==> config.mk <==
export PLATFORM = sky130hd
export DESIGN_NAME = fir_stream_sequencer
export DESIGN_NICKNAME = d
export VERILOG_FILES = /design/src/rtl/fir_seq_pkg.sv /design/src/rtl/sample_fifo.sv /design/src/rtl/fir_stream_sequencer.sv
export SDC_FILE = /design/constraint.sdc
export NUM_CORES = 1
export LEC_CHECK = 0
export CAP_MARGIN = 20
export CORE_MARGIN = 2
export CORE_UTILIZATION = 51
export DETAILED_ROUTE_END_ITERATION = 12
export GPL_ROUTABILITY_DRIVEN = 0
export PLACE_DENSITY = 0.79
export SETUP_SLACK_MARGIN = 0.1
export SKIP_CTS_REPAIR_TIMING = 1
export SYNTH_ARGS = -nofsm -noshare
export SYNTH_HDL_FRONTEND = slang
export SYNTH_SLANG_ARGS = --single-unit
==> constraint.sdc <==
create_clock -name clkIn -period 2.65 [get_ports clkIn]
set_clock_uncertainty 0.1 [all_clocks]
set_input_delay 0.53 -clock clkIn [delete_from_list [all_inputs] [get_ports clkIn]]
set_output_delay 0.53 -clock clkIn [all_outputs]
set_load 0.01 [all_outputs]
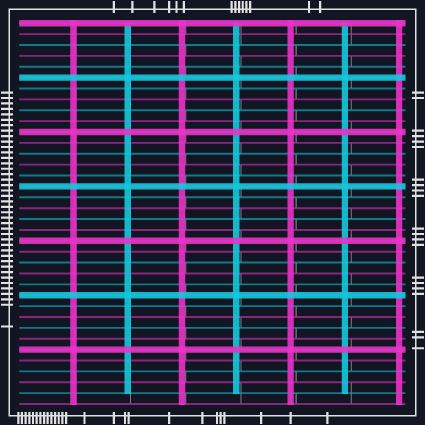
**Above:** run 1 (floorplan with the power grid).
Drawn at 4 px/um. Pins as bars on the die edge. Tap cells in gray.
[magenta] VSS
[cyan] VDD
tap cells: 111
signal pins: 102
met1 rails: 36
met5 straps: 7
met4 straps: 7
Core Area: 9200 um2
Die Wd: 101 um
die height: 101 um
maximum vdd ir drop: 0.507 mV

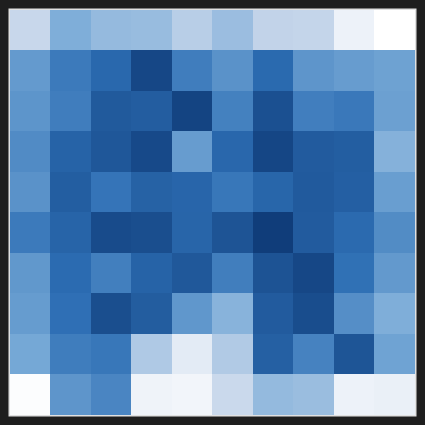
**Above:** run 1 (local utilization).
Drawn at 4 px/um. The die is cut into 10 by 10 equal tiles; white is low, dark blue is high, 0 to 100% covered.
fullest tile: 95%
tiles over 75% full: 39%
nearly empty tiles: 2.0%
mean over tiles: 62%
Util after Layout: 70.8%
FP Util: 52.4%

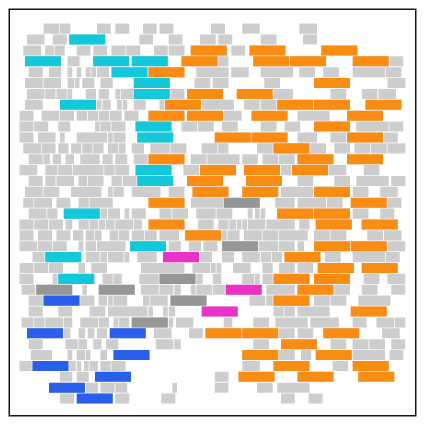
**Above:** run 1 (where the registers sit).
Drawn at 4 px/um. Other sequential cells in the stronger gray, the rest of the logic in the fainter gray.
[cyan] resultOut | sequential cells: 16
[blue] satCountOut | sequential cells: 8 | where: bottom left
[magenta] inputFifo.rdPtrReg | sequential cells: 3
[orange] inputFifo.gEntry.entryReg | sequential cells: 64
not colored: 7
register share of the cell area: 37.6%
Seq group: 2.64 mW
FF/Latch Area: 2450 um2

==> out/metrics.yaml, run 1 <==
final_layout:
  lay_top_count: "dfrtp_1"
  inv_count: 9
  num-multi-input-gates: 230
  comb_share_pct: 35.3
  buf_share_pct: 21.4
  diodes: 0
  fin_nets: 555
  syn2layout_area_growth_pct: 35.1
  clk_share_pct: 2.96
  nClkBuffers: 10
  drive_gt1_share_pct: 34.1
  logic_area_um2: 2300
  fin_cells: 601
  buffers: 137
yosys:
  top_cell_area_share_pct: 50.9
  mux_share_pct: 23.2
  edf_count: 0
  yosys_cells: 353
  top_logic_kind: "multiplexers"
  synthesis.nets: 423
  yosys_warnings: 0
  synth_seq_share_pct: 50.9
  avgSynthCellArea_um2: 13.7
  aoi_share_pct: 5.22
  top_cells_by_area: "dfrtp_1 (51%), mux2_2 (15%), mux4_2 (7.5%)"
  yosys_area_um2: 4820
  syn_area_um2: 4820
  ys_sh_xor_pct: 5.45
  ys_sh_adder_pct: 3.11
job:
  tool_warnings: 48
  drv_cap: 0
worst_setup_path:
  ff2ff_path_depth: 8
  critPathMaxStageDelay_ns: 0.51
  cp-start-kind: "input pin"
  r2r_setup_slack_ns: 0.41
  cp_data_required_time_ns: 2.79
  cp_cell_sequence: "clkdlybuf4s50_1 > and3_1 > nand4_2 > or3_4 > a211oi_4 > nor2_2 > and3_4 > mux2_4"
  cpLargestDelayFamily: "simple AND/OR/NAND/NOR gates"
  crit_path_end_kind: "flip-flop"
  crit_type: "input pin to flip-flop"
  slowest_stage: "clkdlybuf4s50_1"
die:
  tap_cells: 111
  chipArea_um2: 10200
drt:
  wl_per_cell_um: 17.7
  wl_um: 10600
  num_vias: 3385
  wirelength_met1_um: 4560
  firstDrtPassIters: 4
  highest_layer: "met4"
  routed-wl-met3_um: 540
  drc: 0
global_route:
  antenna_found_initial: 0
  grt_pass1_wl_um: 16600
  grt_usage_pct: 20.6
  busiest_layer: "met2"
  met2_usage_pct: 36.3
hold_path:
  holdPathStages: 1
  hold_class: "flip-flop to flip-flop"
final_timing:
  max-slew-margin-rel_pct: 63.1
  hold_violations: 0
  holdWs_ns: 0.396
  setup_slack_ns: 0.122
  finalSetupViolCount: 0
  max_freq_mhz: 396
clock_tree:
  cts.sink_count: 98
  clk_latency_ns: 0.34
  cts.clk_slew.worst_paths_ns: 0.10
  clockBufferDepth: 2
placed_design:
  portBuffers: 87
  post-place-ws_ns: -0.361
  dp_cells: 576
power:
  p_int_mw: 4.80
  netSwitchingPower_mw: 2.25
  p_sw_share_pct: 31.9
  pwr-share-comb_pct: 49.0
outcome:
  status: "finished, final reports clean"
[run 1: cell usage after synthesis, types with 3 or more instances]
cell,n
clkbuf_1,3
and4_1,3
nor2_1,12
nand3_1,11
a21oi_1,3
xor2_1,12
dfrtp_1,98
nand4_1,8
buf_6,4
and2_1,3
inv_1,9
buf_2,7
xnor2_1,18
mux2_2,65
ha_1,12
a221o_1,14
mux4_2,16
nand2_1,18
o21ai_0,7
[run 1: power groups by stage]
stage          sequential (mW)  combinational (mW)  clock, mW
6_report                  2.64                3.45      0.956
5_1_grt                   2.72                3.72       1.03
4_1_cts                   2.63                3.46      0.970
3_5_place_dp              2.65                3.45          0
3_3_place_gp              2.61                3.34          0
2_1_floorplan             2.61                1.97          0
==> run 1 -> run 2 <==
Settings changed: ABC_AREA set to 1, CORE_UTILIZATION 51 to 52, PLACE_DENSITY 0.79 to 0.8.
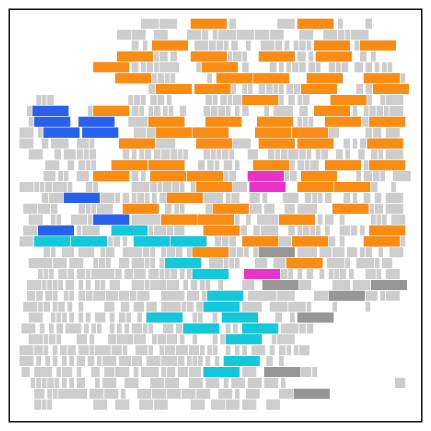
**Above:** run 2 (where the registers sit).
Drawn at 4 px/um. Other sequential cells in the stronger gray, the rest of the logic in the fainter gray.
[magenta] inputFifo.rdPtrReg | sequential cells: 3
[orange] inputFifo.gEntry.entryReg | sequential cells: 64
[cyan] resultOut | sequential cells: 16
[blue] satCountOut | sequential cells: 8
not colored: 7
register share of the cell area: 37.5%
Seq group: 2.55 mW
Util after Layout: 68.1%

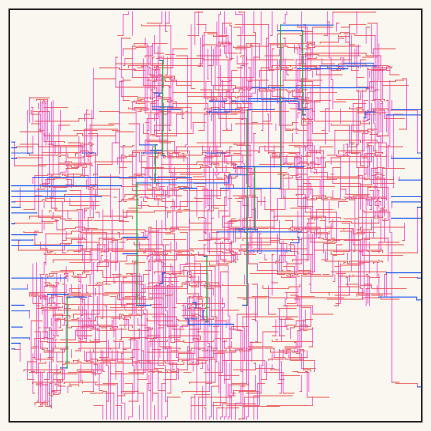
**Above:** run 2 (signal wires by layer).
Drawn at 4 px/um.
[green] met4 | wire length: 224 um
[red] met1 | wire length: 5,200 um
[magenta] met2 | wire length: 6,250 um
[blue] met3 | wire length: 591 um
Tot GR Track Use: 24.0%
total routed wirelength: 12,300 um
routed via count: 4,559
Avg WL per Cell: 14.0 um

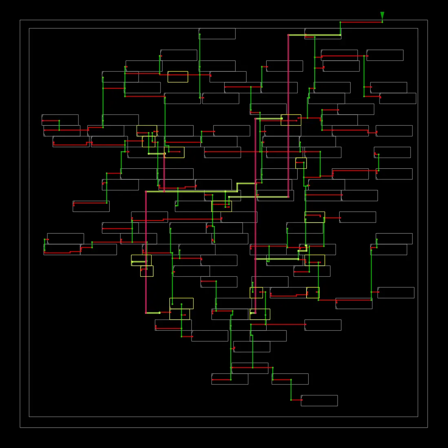
**Above:** run 2 (clock nets).
clock buffer count: 10
Late-Pin Clk Latency: 0.37 ns
clk sinks: 98
CTS Buf Count: 9
flop count: 98

==> out/metrics.yaml, run 2 <==
placed_design:
  dp_hpwl_um: 8600
  dp_cells: 858  # +49%
  post-place-ws_ns: -0.107  # +0.254 ns
  portBuffers: 87  # unchanged
  place_area_um2: 6290
clock_tree:
  cts-root-buf: "clkbuf_8"
  cts.htree.levels: 3
  cts.clk_slew.worst_paths_ns: 0.10  # about the same
  clockBufferDepth: 2  # unchanged
  cts_tree: "yes"
final_layout:
  fin_cells: 874  # +45%
  diodes: 0  # unchanged
  largest_reg_flops: 64
  lay_top_count: "nand2_1"
  nFillCells: 763
  layout_top_cells: "nand2_1 (143), o21ai_0 (101), dfrtp_1 (98), nor2_1 (84), clkdlybuf4s50_1 (73)"
  syn2layout_area_growth_pct: 28.9
  final_area_um2: 6530
  fin_nets: 806  # +45%
  drive_gt1_share_pct: 11.1  # -23 points
yosys:
  ys_sh_simple_pct: 24.3
  async_flop_share_pct: 100
  yosys_area_um2: 5070  # +5.1%
  synth_seq_share_pct: 48.4  # -2.5 points
  ys.flop_type: "dfrtp_1"
  yosysUniqueCellTypes: 29
  top_cell_area_share_pct: 48.4  # -2.5 points
  avgSynthCellArea_um2: 8.08  # -41%
  syn_area_um2: 5070  # +5.1%
  synthesis.nets: 697  # +65%
  ys_sh_xor_pct: 4.32  # -1.1 points
  mux_share_pct: 0  # -23 points
  top_logic_kind: "simple AND/OR/NAND/NOR gates"
  ys_ff: 98
  top_area_cell: "dfrtp_1"
  edf_count: 0  # unchanged
  yosys_cells: 627  # +78%
  aoi_share_pct: 14.5  # +9.3 points
  yosys_warnings: 0  # unchanged
  most_common_cell: "nand2_1"
  synthCells: 627
  yosys-top-cells-count: "nand2_1 (143), o21ai_0 (101), dfrtp_1 (98), nor2_1 (85), inv_1 (47)"
  top_cells_by_area: "dfrtp_1 (48%), nand2_1 (11%), o21ai_0 (10%)"
  ys_sh_adder_pct: 2.96  # -0.15 points
power:
  p_sw_share_pct: 40.1  # +8.2 points
  powerClk_mw: 0.948  # -0.8%
  combinationalPower_mw: 3.18  # -7.8%
  pwr-share-comb_pct: 47.6  # -1.4 points
  finalPower_mw: 6.68
  p_int_mw: 4.00  # -17%
  netSwitchingPower_mw: 2.68  # +19%
  power_leader: "combinational logic"
  power_frac_seq_pct: 38.2
  p_clk_share_pct: 14.2
  powerDensity_nw_per_um2: 1020
  p_leak_nw: 3.20
  vdd_drop_max_mv: 0.520  # +2.6%
final_timing:
  max_freq_mhz: 395  # -0.25%
  finalCriticalPeriod_ns: 2.53
  timing.final.max_slew_violations: 0
  fin_setup_tns_ns: 0
  fin_crit_sh_pct: 95.6
  setup_slack_ns: 0.116  # -0.00632 ns
  worstMarginPinSlew_ns: 0.543
  rsz0062_at_grt: "yes"
  max-slew-margin-rel_pct: 63.7  # +0.56 points
  hold_violations: 0  # unchanged
  finalSetupViolCount: 0  # unchanged
  holdWs_ns: 0.0192  # -0.377 ns
job:
  tool_warnings: 48  # unchanged
  drv_cap: 0  # unchanged
global_route:
  antenna_found_initial: 0  # unchanged
  grt_overflow: 0
  grt_pass1_wl_um: 20000  # +20%
  grt_pass1_vias: 4380
  grt_start_max_net_pins: 61
worst_setup_path:
  critPathArrivalTime_ns: 1.90
  slowest_stage: "clkdlybuf4s50_1"
  cp.depth: 5
  crit_type: "flip-flop to output pin"
  cpLargestDelayFamily: "buffers and inverters"
  critPathMaxStageDelay_ns: 0.61  # +0.10 ns
  crit_path_end_kind: "output pin"
  cp-start-kind: "flip-flop"
  r2r_setup_slack_ns: 0.63  # +0.22 ns
  ff2ff_path_depth: 11  # +3
  crit_buf_inv: 3
  cp_data_required_time_ns: 2.02  # -0.77 ns
  cp_max_fo: 13
  cp_cell_sequence: "inv_1 > buf_4 > nor2_1 > o22ai_1 > clkdlybuf4s50_1"
drt:
  drc: 0  # unchanged
  routed_via_density: 5.22
  postRouteAntennaNets: 0
  drtIter0Drc: 272
  firstDrtPassIters: 5  # +1
die:
  die_w_um: 103  # +1.5%
  chipHeight_um: 103  # +1.5%
  io_pins: 102
  chipArea_um2: 10600  # +3.0%
  rows: 36
  coreArea_um2: 9590  # +4.3%
  fp_util_pct: 52.8  # +0.41 points
outcome:
  status: "finished, final reports clean"
hold_path:
  hold_class: "input pin to async pin"
==> run 2: final cells by class <==
class	count	area (um2)	share of cell area (%)
clock buffers	10	138	2.11
clock inverters	6	58.8	0.900
inverters	49	184	2.82
multi-input cells	457	2340	35.8
flip-flops and latches	98	2450	37.5
well taps	133	166	2.55
repair buffers	121	1190	18.2
==> run 2: layer usage <==
layer | part of all wire (%) | track usage (%)
met1 | 42 | 31.0
met2 | 51 | 41.1
met3 | 4.8 | 4.41
met4 | 1.8 | 8.10
met5 | 0 | 0
==> run 2: cells by family (layout without fill, tap and decap cells) <==
group                    after synthesis  count (layout)
adder cells (fa/ha/maj)               12              12
AND/OR/NAND/NOR                      284             284
buffers and inverters                 72             186
flip-flops                            98              98
XOR/XNOR                              25              25
AND-OR/OR-AND                        136             136
Power and IR drop assume default switching activity.
